**Clock wires, drivers and flops**

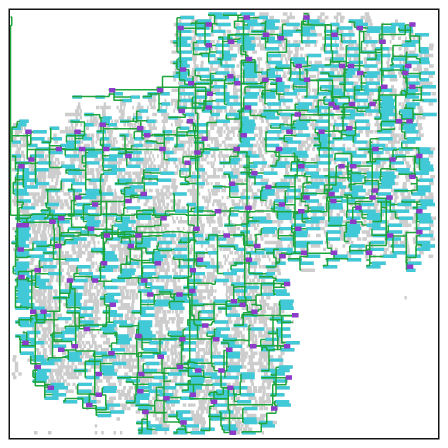
**Wires at chosen ports, followed through buffers**

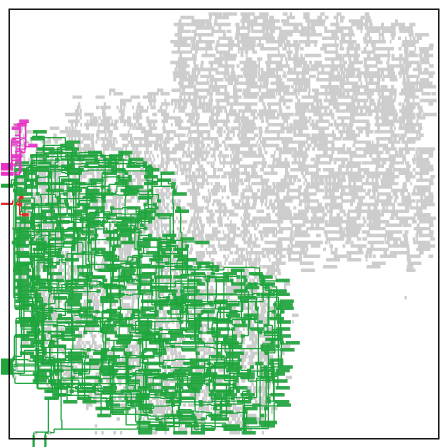
**Wiring by layer**

Bar = 100 um.
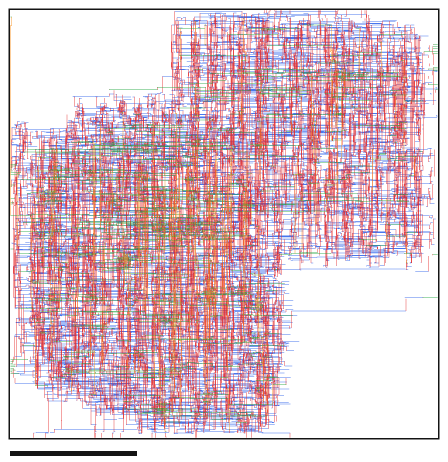
**Placed standard cells**

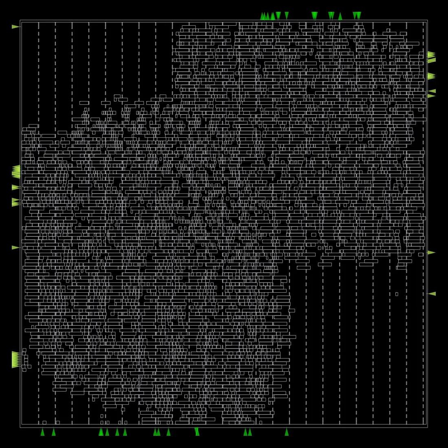
File: src/rtl/btb_pkg.sv
// Shared types, constants and saturating-counter helpers for the branch target buffer.
package btb_pkg;
    localparam int BTB_ADDR_W = 13;
    localparam int BTB_DEPTH  = 32;
    localparam int BTB_CTR_W  = 2;

    // Weakly-taken start value and saturation ceiling for a counter of width w.
    function automatic logic [31:0] ctr_weak_t(input int w);
        return 32'd1 << (w - 1);
    endfunction

    function automatic logic [31:0] ctr_max(input int w);
        return (32'd1 << w) - 32'd1;
    endfunction

    localparam logic [BTB_CTR_W-1:0] CTR_WEAK_T = BTB_CTR_W'(ctr_weak_t(BTB_CTR_W));
    localparam logic [BTB_CTR_W-1:0] CTR_MAX    = BTB_CTR_W'(ctr_max(BTB_CTR_W));

    typedef struct packed {
        logic                  valid;
        logic [BTB_ADDR_W-1:0] tag;
        logic [BTB_ADDR_W-1:0] target;
        logic [BTB_CTR_W-1:0]  ctr;
    } btb_entry_t;

    function automatic logic [31:0] sat_inc(input logic [31:0] v, input logic [31:0] max);
        return (v >= max) ? max : v + 32'd1;
    endfunction

    function automatic logic [31:0] sat_dec(input logic [31:0] v);
        return (v == 32'd0) ? 32'd0 : v - 32'd1;
    endfunction
endpackage

File: src/rtl/branch_target_buffer_if.sv
// Fetch lookup, execute resolution and prediction bundle of the branch target buffer.
interface branch_target_buffer_if
    import btb_pkg::*;
#(
    parameter int ADDR_W = BTB_ADDR_W,
    parameter int DEPTH  = BTB_DEPTH
);
    logic                    lookup_valid;
    logic [ADDR_W-1:0]       lookup_pc;
    logic                    pred_valid;
    logic                    pred_hit;
    logic                    pred_taken;
    logic [ADDR_W-1:0]       pred_target;
    logic                    upd_valid;
    logic [ADDR_W-1:0]       upd_pc;
    logic [ADDR_W-1:0]       upd_target;
    logic                    upd_taken;
    logic                    flush;
    logic [$clog2(DEPTH):0]  occupancy;

    modport master (
        output lookup_valid, lookup_pc, upd_valid, upd_pc, upd_target, upd_taken, flush,
        input  pred_valid, pred_hit, pred_taken, pred_target, occupancy
    );

    modport slave (
        input  lookup_valid, lookup_pc, upd_valid, upd_pc, upd_target, upd_taken, flush,
        output pred_valid, pred_hit, pred_taken, pred_target, occupancy
    );
endinterface

File: src/rtl/btb_sat_counter.sv
// Per-entry saturating confidence counter; load has priority over inc/dec.
module btb_sat_counter
    import btb_pkg::*;
#(
    parameter int CTR_W = BTB_CTR_W
) (
    input  logic             clk,
    input  logic             inc,
    input  logic             dec,
    input  logic             load,
    input  logic [CTR_W-1:0] load_val,
    output logic [CTR_W-1:0] value
);
    localparam logic [31:0] MAX_L = ctr_max(CTR_W);

    logic [CTR_W-1:0] value_r;

    // Counter contents only matter once the owning entry is valid, so no reset.
    always_ff @(posedge clk) begin
        if (load) begin
            value_r <= load_val;
        end else if (inc) begin
            value_r <= CTR_W'(sat_inc(32'(value_r), MAX_L));
        end else if (dec) begin
            value_r <= CTR_W'(sat_dec(32'(value_r)));
        end else begin
            value_r <= value_r;
        end
    end

    assign value = value_r;
endmodule

File: src/rtl/branch_target_buffer.sv
// Fully associative branch target buffer with per-entry direction counters.
module branch_target_buffer
    import btb_pkg::*;
#(
    parameter int ADDR_W = BTB_ADDR_W,
    parameter int DEPTH  = BTB_DEPTH,
    parameter int CTR_W  = BTB_CTR_W
) (
    input logic                     clk,
    input logic                     rst_n,
    branch_target_buffer_if.slave   bus
);
    localparam int IDX_W = $clog2(DEPTH);
    localparam logic [CTR_W-1:0] CTR_INIT = CTR_W'(ctr_weak_t(CTR_W));

    typedef logic [IDX_W-1:0] idx_t;

    // Matches are at most one-hot, so OR-ing the set indices yields the match index.
    function automatic idx_t onehot_to_idx(input logic [DEPTH-1:0] oh);
        idx_t idx;
        idx = '0;
        for (int i = 0; i < DEPTH; i++) idx = oh[i] ? (idx | idx_t'(i)) : idx;
        return idx;
    endfunction

    function automatic idx_t lowest_free(input logic [DEPTH-1:0] valid);
        idx_t idx;
        idx = '0;
        for (int i = DEPTH - 1; i >= 0; i--) idx = valid[i] ? idx : idx_t'(i);
        return idx;
    endfunction

    logic [DEPTH-1:0]             valid_r;
    logic [DEPTH-1:0][ADDR_W-1:0] tag_r;
    logic [DEPTH-1:0][ADDR_W-1:0] target_r;
    logic [DEPTH-1:0][CTR_W-1:0]  ctr_s;
    idx_t                         rr_ptr_r;
    logic [IDX_W:0]               occ_r;

    logic [DEPTH-1:0] lk_match_s, up_match_s;
    idx_t             lk_idx_s, up_idx_s, free_idx_s, alloc_idx_s;
    logic             lk_hit_s, up_hit_s, free_found_s, upd_en_s, alloc_s;

    logic              pred_valid_r, pred_hit_r, pred_taken_r;
    logic [ADDR_W-1:0] pred_target_r;

    // Tag comparison for both the fetch lookup and the resolving branch.
    always_comb begin
        lk_match_s = '0;
        up_match_s = '0;
        for (int i = 0; i < DEPTH; i++) begin
            lk_match_s[i] = valid_r[i] && (tag_r[i] == bus.lookup_pc);
            up_match_s[i] = valid_r[i] && (tag_r[i] == bus.upd_pc);
        end
    end

    assign lk_idx_s     = onehot_to_idx(lk_match_s);
    assign up_idx_s     = onehot_to_idx(up_match_s);
    assign lk_hit_s     = |lk_match_s;
    assign up_hit_s     = |up_match_s;
    assign free_found_s = ~&valid_r;
    assign free_idx_s   = lowest_free(valid_r);
    assign upd_en_s     = bus.upd_valid && !bus.flush;
    assign alloc_s      = upd_en_s && bus.upd_taken && !up_hit_s;
    assign alloc_idx_s  = free_found_s ? free_idx_s : rr_ptr_r;

    for (genvar g = 0; g < DEPTH; g++) begin : g_ctr
        btb_sat_counter #(.CTR_W(CTR_W)) u_ctr (
            .clk      (clk),
            .inc      (upd_en_s && bus.upd_taken && up_match_s[g]),
            .dec      (upd_en_s && !bus.upd_taken && up_match_s[g]),
            .load     (alloc_s && (alloc_idx_s == idx_t'(g))),
            .load_val (CTR_INIT),
            .value    (ctr_s[g])
        );
    end

    // Table valid/tag/target, replacement pointer and occupancy.
    always_ff @(posedge clk) begin
        if (!rst_n || bus.flush) begin
            valid_r  <= '0;
            rr_ptr_r <= '0;
            occ_r    <= '0;
        end else if (alloc_s) begin
            valid_r[alloc_idx_s]  <= 1'b1;
            tag_r[alloc_idx_s]    <= bus.upd_pc;
            target_r[alloc_idx_s] <= bus.upd_target;
            if (free_found_s) begin
                occ_r <= occ_r + (IDX_W + 1)'(1'b1);
            end else begin
                rr_ptr_r <= rr_ptr_r + idx_t'(1'b1);
            end
        end else if (upd_en_s && bus.upd_taken && up_hit_s) begin
            target_r[up_idx_s] <= bus.upd_target;
        end
    end

    // Prediction registers sample pre-update table state.
    always_ff @(posedge clk) begin
        if (!rst_n || !bus.lookup_valid) begin
            pred_valid_r  <= 1'b0;
            pred_hit_r    <= 1'b0;
            pred_taken_r  <= 1'b0;
            pred_target_r <= '0;
        end else begin
            pred_valid_r  <= 1'b1;
            pred_hit_r    <= lk_hit_s;
            pred_taken_r  <= lk_hit_s && ctr_s[lk_idx_s][CTR_W-1];
            pred_target_r <= lk_hit_s ? target_r[lk_idx_s] : '0;
        end
    end

    assign bus.pred_valid  = pred_valid_r;
    assign bus.pred_hit    = pred_hit_r;
    assign bus.pred_taken  = pred_taken_r;
    assign bus.pred_target = pred_target_r;
    assign bus.occupancy   = occ_r;
endmodule
File: src/flat_wrapper.sv
// flat-port wrapper written by rule: the top's interface ports become plain ports
module branch_target_buffer_flat import btb_pkg::*;
#(
    parameter int ADDR_W = BTB_ADDR_W,
    parameter int DEPTH  = BTB_DEPTH,
    parameter int CTR_W  = BTB_CTR_W
)
  (clk, rst_n, bus_lookup_valid, bus_lookup_pc, bus_upd_valid, bus_upd_pc, bus_upd_target, bus_upd_taken, bus_flush, bus_pred_valid, bus_pred_hit, bus_pred_taken, bus_pred_target, bus_occupancy);
  branch_target_buffer_if #(.ADDR_W(ADDR_W), .DEPTH(DEPTH)) bus_i ();
  input logic clk;
  input logic rst_n;
  input wire logic [$bits(bus_i.lookup_valid)-1:0] bus_lookup_valid;
  input wire logic [$bits(bus_i.lookup_pc)-1:0] bus_lookup_pc;
  input wire logic [$bits(bus_i.upd_valid)-1:0] bus_upd_valid;
  input wire logic [$bits(bus_i.upd_pc)-1:0] bus_upd_pc;
  input wire logic [$bits(bus_i.upd_target)-1:0] bus_upd_target;
  input wire logic [$bits(bus_i.upd_taken)-1:0] bus_upd_taken;
  input wire logic [$bits(bus_i.flush)-1:0] bus_flush;
  output wire logic [$bits(bus_i.pred_valid)-1:0] bus_pred_valid;
  output wire logic [$bits(bus_i.pred_hit)-1:0] bus_pred_hit;
  output wire logic [$bits(bus_i.pred_taken)-1:0] bus_pred_taken;
  output wire logic [$bits(bus_i.pred_target)-1:0] bus_pred_target;
  output wire logic [$bits(bus_i.occupancy)-1:0] bus_occupancy;
  assign bus_i.lookup_valid = bus_lookup_valid;
  assign bus_i.lookup_pc = bus_lookup_pc;
  assign bus_i.upd_valid = bus_upd_valid;
  assign bus_i.upd_pc = bus_upd_pc;
  assign bus_i.upd_target = bus_upd_target;
  assign bus_i.upd_taken = bus_upd_taken;
  assign bus_i.flush = bus_flush;
  assign bus_pred_valid = bus_i.pred_valid;
  assign bus_pred_hit = bus_i.pred_hit;
  assign bus_pred_taken = bus_i.pred_taken;
  assign bus_pred_target = bus_i.pred_target;
  assign bus_occupancy = bus_i.occupancy;
  branch_target_buffer #(.ADDR_W(ADDR_W), .DEPTH(DEPTH), .CTR_W(CTR_W)) u_core (.clk(clk), .rst_n(rst_n), .bus(bus_i));
endmodule
File: config.mk
export PLATFORM = sky130hd
export DESIGN_NAME = branch_target_buffer_flat
export DESIGN_NICKNAME = d
export VERILOG_FILES = /design/src/rtl/btb_pkg.sv /design/src/rtl/branch_target_buffer_if.sv /design/src/rtl/btb_sat_counter.sv /design/src/rtl/branch_target_buffer.sv /design/src/flat_wrapper.sv
export SDC_FILE = /design/constraint.sdc
export NUM_CORES = 2
export LEC_CHECK = 0
export CAP_MARGIN = 30
export CORE_UTILIZATION = 44
export CTS_BUF_LIST = sky130_fd_sc_hd__clkbuf_8
export DETAILED_ROUTE_END_ITERATION = 10
export GPL_ROUTABILITY_DRIVEN = 0
export PLACE_DENSITY = 0.67
export SYNTH_ARGS = -nofsm -noshare
export SYNTH_HDL_FRONTEND = slang
export SYNTH_SLANG_ARGS = --single-unit
File: constraint.sdc
create_clock -name clk -period 7.3 [get_ports clk]
set_input_delay 0.73 -clock clk [delete_from_list [all_inputs] [get_ports clk]]
set_output_delay 0.73 -clock clk [all_outputs]
set_load 0.1 [all_outputs]
==> results.yml <==
# yosys + openroad results
status:
  outcome: "completed"
grt:
  grt_start_max_net_pins: 100
  first_global_vias: 33529
  met3_usage: 0.0478
  grt_pass1_wl_um: 218000
  antenna_found_initial: 6
  grtUsageMet1: 0.338
yosys:
  synth-main-ff-cell: "sky130_fd_sc_hd__edfxtp_1"
  xor_share: 0.150
  synth.logic.top_family: "simple AND/OR/NAND/NOR gates"
  syn-mean-instance-area_um2: 12.0
  yosys_register_bits: 955
  netlist_top_cells_area: "sky130_fd_sc_hd__edfxtp_1 (51%), sky130_fd_sc_hd__xnor2_1 (14%), sky130_fd_sc_hd__dfxtp_1 (5.0%)"
  ys_sh_mux: 0.0467
  fa_ha_area_frac: 0.000509
  synth.largest_area_cell: "sky130_fd_sc_hd__edfxtp_1"
  yosys.area_share.simple: 0.157
  post_synth_instance_area_um2: 49200
  tally_of_unique_sky130hd_cells_used_after_synthesis: 70
  ys_async_rst_share: 0
  yosys_synthesis_warning_count: 0
critical_path:
  worstReg2RegEnd: "u_core.target_r[206]$_DFFE_PP_"
  timing.critical_path.required_ns: 8.04
  cpMaxStageDelayCell: "sky130_fd_sc_hd__nor4_1"
  timing.critical_path.from: "bus_lookup_pc[5]"
  critPathMaxStageDelay_ns: 0.89
  crit_end: "u_core.bus.pred_target[4]$_SDFF_PP0_"
  worst-path-stages: 13
  worstPathBufferInverterCount: 3
  cp.arrival_ns: 5.73
  critPathCaptureType: "flop"
  reg2regPathDepth: 11
  worstSetupStartpointType: "primary input"
hold_path:
  worstHoldEndpoint: "u_core.g_ctr[2].u_ctr.value[1]$_SDFFE_PP1P_"
timing:
  worst_pin_slew_ns: 1.05
  timing_max_transition_violations_final: 0
  timing.setup.tns_ns: 0
  portion_of_the_clock_cycle_consumed_by_the_worst_path_in_the_final_layout: 0.684
  final_period_minus_worst_setup_slack_ns: 4.99
  unrepaired_setup_endpoints_after_global_routing: "false"
  hold_viol_final: 0
  relSlewSlack: 0.294
  fin_ws_ns: 2.31
finish:
  biggestCellCategory: "flip-flops and latches"
  buffers_excl_clock: 283
  stdcell_area_um2: 55000
  finalCoreUtilization: 0.496
  clockBufferCount: 172
  num_antenna_cells: 8
  clock_area_frac: 0.0559
  multi_input_comb_area_um2: 20200
  layout.cells.most_common: "sky130_fd_sc_hd__edfxtp_1"
  sh_seq_area: 0.499
  area_growth_pct: 11.7
  flops: 955
  layout_cells_sized_above_1: 0.119
detailed_routing:
  postRouteAntennaNets: 0
  num_vias: 33942
  routed_via_density: 5.76
  dr.first_iter.drc_count: 3205
clock_network:
  cts_num_sinks: 955
  number_of_buffers_created_by_cts: 165
  htreeDepth: 4
  post_cts.repair.setup_buffers: 0
  clock_tree_from_tritoncts: "done"
  cts-root-to-sink-buffers: 3
  cts_resized: 0
  cts.reportedPaths.clkPinSlew_ns: 0.06
floorplan:
  well_tap_count: 1488
  chipHeight_um: 336
placement:
  dpl.hpwl_um: 97200
  post-place-cells: 5581
  placed_area_um2: 51800
  setup_slack_placement_ns: 1.55
power:
  ir_drop_mv: 0.198
  static_leakage_uw: 0.0187
  comb_power_share: 0.060
  comb-power_uw: 671
  net-switching-power_uw: 2780
  seq-power_uw: 5890
  seqPwrFrac: 0.527
  power-top-group: "registers"
  finalPower_uw: 11200
-- 'clock wires, drivers and flops' (at the start) --
flip-flops: drawn in cyan, count 955. clock wires: drawn in green, length 12,900 um. cells driving clock nets: drawn in purple, count 165.
There are 166 routed clock nets. Position of the flops: widely spread.
clock skew after layout: 0.0517 ns
worst-skew pair later-pin latency: 0.90 ns
clock-net power: 4630 uW
clock power share: 0.413

-- 'wires at chosen ports, followed through buffers' (at the start) --
bus_flush: drawn in red, bits 1, direction input, end cells 3, wire 25.0 um. bus_upd_pc: drawn in green, bits 13, direction input, end cells 832, wire 17,200 um. bus_occupancy: drawn in magenta, bits 6, direction output, end cells 6, wire 264 um.
number of port buffers: 66
number of top-level pins: 67

-- 'wiring by layer' (at the start) --
met2: drawn in red, wire length 68.4 mm. met4: drawn in orange, wire length 7,960 um. met1: drawn in blue, wire length 60.8 mm. met3: drawn in green, wire length 11,000 um.
average wire per cell in the routed design: 25.1 um
aggregate routed wire length: 148,000 um
overall global routing resource usage: 0.262

-- 'placed standard cells' (at the start) --
non-filler instance count after layout: 5,892
fill cell count: 9,839
core area: 111,000 um2
number of placement rows: 122

No activity file was given, so power comes from the tool's default toggle rates.
